`src/rtl/atm_session_timer.sv`:
```
// atm_session_timer: counts whole seconds of inactivity from a slow tick, then blinks a warning
// and fires a single-cycle timeout pulse; reloads on session start or user activity.
module atm_session_timer #(
    parameter int TIMEOUT_S   = 30,
    parameter int WARN_S      = 10,
    parameter int TICKS_PER_S = 4
) (
    input  logic       clk_in,
    input  logic       rst_n,
    input  logic       tick_4hz,
    input  logic       session_start,
    input  logic       activity,
    input  logic       session_end,
    output logic [1:0] state,
    output logic [7:0] secs_left,
    output logic       session_active,
    output logic       warn_blink,
    output logic       timeout_pulse
);
    typedef enum logic [1:0] {IDLE = 2'b00, ACTIVE = 2'b01, WARN = 2'b10, EXPIRED = 2'b11} state_t;

    localparam int QW = TICKS_PER_S > 1 ? $clog2(TICKS_PER_S) : 1;
    localparam logic [QW-1:0] QMAX    = QW'(TICKS_PER_S - 1);
    localparam logic [7:0]    RELOAD  = 8'(TIMEOUT_S);
    localparam logic [7:0]    WARN_TH = 8'(WARN_S);

    state_t        state_q;
    logic [7:0]    secs_q;
    logic [QW-1:0] qcnt_q;
    logic          active_q, blink_q, pulse_q;
    logic [7:0]    secs_dec;
    logic          live;

    assign live     = state_q == ACTIVE || state_q == WARN;
    // saturating decrement so the seconds count can never wrap
    assign secs_dec = secs_q - 8'(secs_q != 8'd0);

    always_ff @(posedge clk_in or negedge rst_n) begin
        if (!rst_n) begin
            state_q  <= IDLE;
            secs_q   <= 8'd0;
            qcnt_q   <= '0;
            active_q <= 1'b0;
            blink_q  <= 1'b0;
            pulse_q  <= 1'b0;
        end else begin
            pulse_q <= 1'b0;
            if (session_end) begin
                state_q  <= IDLE;
                secs_q   <= 8'd0;
                qcnt_q   <= '0;
                active_q <= 1'b0;
                blink_q  <= 1'b0;
            end else if (session_start || (activity && live)) begin
                state_q  <= ACTIVE;
                secs_q   <= RELOAD;
                qcnt_q   <= '0;
                active_q <= 1'b1;
                blink_q  <= 1'b0;
            end else if (tick_4hz && live) begin
                if (qcnt_q != QMAX) begin
                    qcnt_q <= qcnt_q + 1'b1;
                    if (state_q == WARN) blink_q <= !blink_q;
                end else if (secs_dec == 8'd0) begin
                    state_q  <= EXPIRED;
                    secs_q   <= 8'd0;
                    qcnt_q   <= '0;
                    active_q <= 1'b0;
                    blink_q  <= 1'b0;
                    pulse_q  <= 1'b1;
                end else begin
                    qcnt_q <= '0;
                    secs_q <= secs_dec;
                    if (state_q == ACTIVE && secs_dec <= WARN_TH) begin
                        state_q <= WARN;
                        blink_q <= 1'b1;
                    end else if (state_q == WARN) begin
                        blink_q <= !blink_q;
                    end
                end
            end
        end
    end

    assign state          = state_q;
    assign secs_left      = secs_q;
    assign session_active = active_q;
    assign warn_blink     = blink_q;
    assign timeout_pulse  = pulse_q;
endmodule

```
`config.mk`:
```
export PLATFORM = sky130hd
export DESIGN_NAME = atm_session_timer
export DESIGN_NICKNAME = d
export VERILOG_FILES = /design/src/rtl/atm_session_timer.sv
export SDC_FILE = /design/constraint.sdc
export NUM_CORES = 1
export LEC_CHECK = 0
export ABC_AREA = 1
export ABC_CLOCK_PERIOD_IN_PS = 4500
export CAP_MARGIN = 20
export CORE_AREA = 2 2 53 55
export CTS_CLUSTER_DIAMETER = 50
export DETAILED_ROUTE_END_ITERATION = 6
export DIE_AREA = 0 0 55 57
export GPL_TIMING_DRIVEN = 0
export PLACE_DENSITY = 0.67
export SETUP_SLACK_MARGIN = 0.05
export SYNTH_ARGS = -nofsm -noshare
export SYNTH_HDL_FRONTEND = slang
export SYNTH_SLANG_ARGS = --single-unit
```
`constraint.sdc`:
```
create_clock -name clk_in -period 4.5 [get_ports clk_in]
set_input_delay 1.125 -clock clk_in [delete_from_list [all_inputs] [get_ports clk_in]]
set_output_delay 1.125 -clock clk_in [all_outputs]
set_load 0.01 [all_outputs]
```
Wiring by layer:
(6 px per µm)
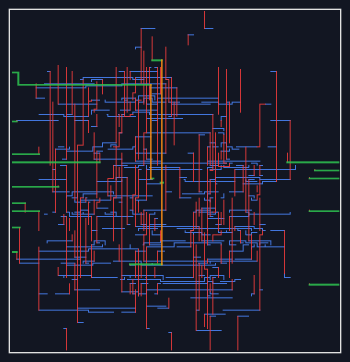
orange -> metal 4  # wire length 49.6 µm
red -> metal 2  # wire length 967 µm
green -> metal 3  # wire length 94.7 µm
blue -> metal 1  # wire length 884 µm

Selected gate families:
(6 px per µm)
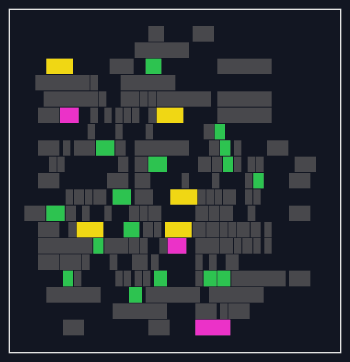
yellow -> fa/ha/maj cells  # cells 5, most used ha_1
magenta -> xor and xnor cells  # cells 3, most used xnor2_1
green -> aoi and oai cells  # cells 16, most used o22ai_1

Port wiring:
(8 px per µm)
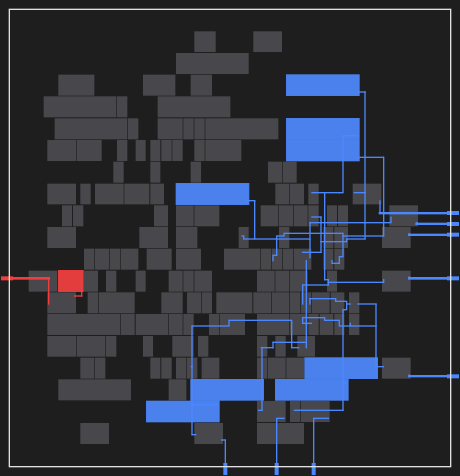
blue -> secs_left  # direction output, edge 5 right, 3 bottom, end cells 8, buffers 8, wire 294 µm
red -> session_start  # direction input, edge left, end cells 1, buffers 1, wire 10.2 µm

==> run_results.csv <==
group,metric,value,unit
status,outcome,"finished clean",
worst_setup_path,reg2reg_from,"secs_left[2]$_DFFE_PN0P_",
timing,worstMarginPinSlew,0.675,ns
clock_network,path_clk_slew,0.09,ns
worst_setup_path,cp-startpoint,"secs_left[2]$_DFFE_PN0P_",
clock_network,cts_root_buffer,"clkbuf_4",
synthesis,ys_warn_count,0,
timing,skew,0.00127,ns
final_layout,design_area,0.00123,mm²
route,dr.first_iter.drc_count,10,
synthesis,ys.flop_type,"dfrtp_1",
timing,finalCriticalPeriod,2.56,ns
synthesis,top_cells_by_count,"nand2_1 (26), inv_1 (16), dfrtp_1 (15)",
synthesis,synthXorXnorAreaFrac,3.44,%
worst_setup_path,cp_data_arrival_time,2.74,ns
synthesis,ys_top_cells_by_area,"dfrtp_1 (38%), nand2_1 (9.9%), ha_1 (6.4%)",
floorplan,dieArea,0.00314,mm²
timing,tns,0,ns
final_layout,layout_top_cells,"nand2_1 (26), clkdlybuf4s50_1 (18), inv_1 (16), dfrtp_1 (15), nand3_1 (11)",
synthesis,async_flop_share,100,%
placement,dp_cells,174,
route,drc,0,
hold_path,min_path_cells,1,
worst_setup_path,crit_required,4.68,ns
global_routing,grt_pass1_wl,3390,µm
synthesis,yosys.area_share.aoi,11.6,%
floorplan,ios,19,
timing,finalSetupViolations,0,
placement,dpl.hpwl,1640,µm
timing,rsz0062_at_grt,"no",
final_layout,area_growth,25.1,%
final_layout,flop_area,375,µm²
worst_setup_path,r2r_slack,1.94,ns
worst_setup_path,crit_fanout,5,
synthesis,synth_cell_types,29,
synthesis,top_area_cell,"dfrtp_1",
floorplan,die.size.y,57,µm
final_layout,fillers,270,
synthesis,synth_dominant_cell_count,"nand2_1",
placement,port-buffer-count,18,
route,post_drt_wl_per_cell,11.2,µm
route,via_per_inst,4.92,
synthesis,top_logic_kind,"simple AND/OR/NAND/NOR gates",
timing,max_slew_margin,54.9,%
clock_network,cts_max_path_buffers,2,
synthesis,yosysChipArea,983,µm²
synthesis,synthAdderAreaFrac,6.36,%
worst_setup_path,cp-start-kind,"register",
route,ant_nets,0,
final_layout,drive_above_1_share,17.0,%
floorplan,initial_utilization,37.6,%
synthesis,ys_cells,125,
final_layout,instances_no_fill,178,
timing,fmax,0.391,GHz
hold_path,hold_start,"qcnt_q[0]$_DFFE_PN0P_",
placement,routabilityCongestion,0.817,
clock_network,cts_tree,"yes",
floorplan,core-area,0.00262,mm²
global_routing,first_global_vias,854,
flow_run,maxCapViolations,0,
hold_path,min_to,"qcnt_q[0]$_DFFE_PN0P_",
final_layout,fin_nets,159,
final_layout,lay_top_count,"nand2_1",
worst_setup_path,r2r-end,"state[1]$_DFFE_PN0P_",
placement,dpl_cell_area,0.00120,mm²
synthesis,edf_count,0,
route,dr.pass1.iters,4,
flow_run,warnings,27,
final_layout,logic_area,528,µm²
global_routing,grt_max_degree,16,
worst_setup_path,critPathKind,"register to register",
Where the registers sit:
(4 px per µm) Other sequential cells in the stronger gray, the rest of the logic in the fainter gray.
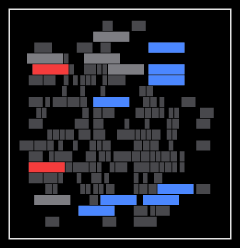
red -> state  # sequential cells 2
blue -> secs_left  # sequential cells 8

The clock network:
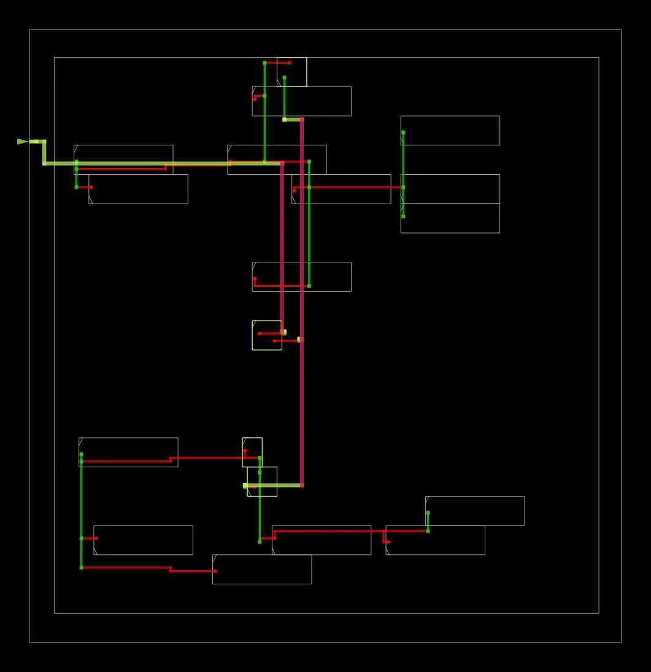
Clock Latency Late Sink: 0.29 ns
CTS sink count: 15
clock buffer count in the final layout: 3
P_clk: 80.7 µW
FFs & Latches: 15

## layout make-up
class,instances,share of cell area (%)
plain buffers,1,0.407
clock buffers,3,1.83
clock inverters,1,0.407
inverters,20,6.10
multi-input cells,89,42.9
flip-flops and latches,15,30.5
well taps,31,3.15
repair buffers,18,14.6
## power by group
part	internal, µW	total, µW	switching (µW)
combinational	81.2	186	105
clock	33.1	80.7	47.5
sequential	146	160	13.6
## state kept, by name, indices dropped and copies added (netlist names)
name	flops
qcnt_q	2
session_active	1
state	2
timeout_pulse	1
warn_blink	1
secs_left	8
## metal layers
| metal | vias up | part of all wire, % | track usage (%) |
|---|---|---|---|
| met2 | 17 | 48 | 23.8 |
| met3 | 5 | 4.7 | 3.14 |
| met5 | - | 0 | 0 |
| li1 | 450 | - | - |
| met4 | 0 | 2.5 | 7.32 |
| met1 | 403 | 44 | 18.8 |
## per-stage QoR
stage	power (µW)	setup slack (ns)	utilization, %
6_report	427	1.94	47.0
5_1_grt	459	1.66	47.0
4_1_cts	432	1.92	47.0
3_5_place_dp	351	1.86	46.0
3_3_place_gp	347	1.86	46.0
2_1_floorplan	296	2.15	-
## worst max-delay path by stage
stage / endpoint
after floorplan: state[1]$_DFFE_PN0P_
after global routing: state[1]$_DFFE_PN0P_
after detailed placement: secs_left[2]$_DFFE_PN0P_
after CTS: state[1]$_DFFE_PN0P_
after global placement: secs_left[3]$_DFFE_PN0P_
final: state[1]$_DFFE_PN0P_
## worst max-delay path, stage by stage, from the launching register on
cell,delay (ns)
dfrtp_1,0.46
nor2_2,0.23
nand2_1,0.08
nor4_1,0.16
nand2_1,0.09
ha_1,0.25
ha_1,0.26
xnor2_1,0.24
nand3_1,0.10
nor2_1,0.17
nand3_1,0.13
nand2_1,0.09
nand2_2,0.07
nand3_1,0.07
nand2_1,0.06
Power figures rest on the tool's default switching activity, not on a simulated workload.
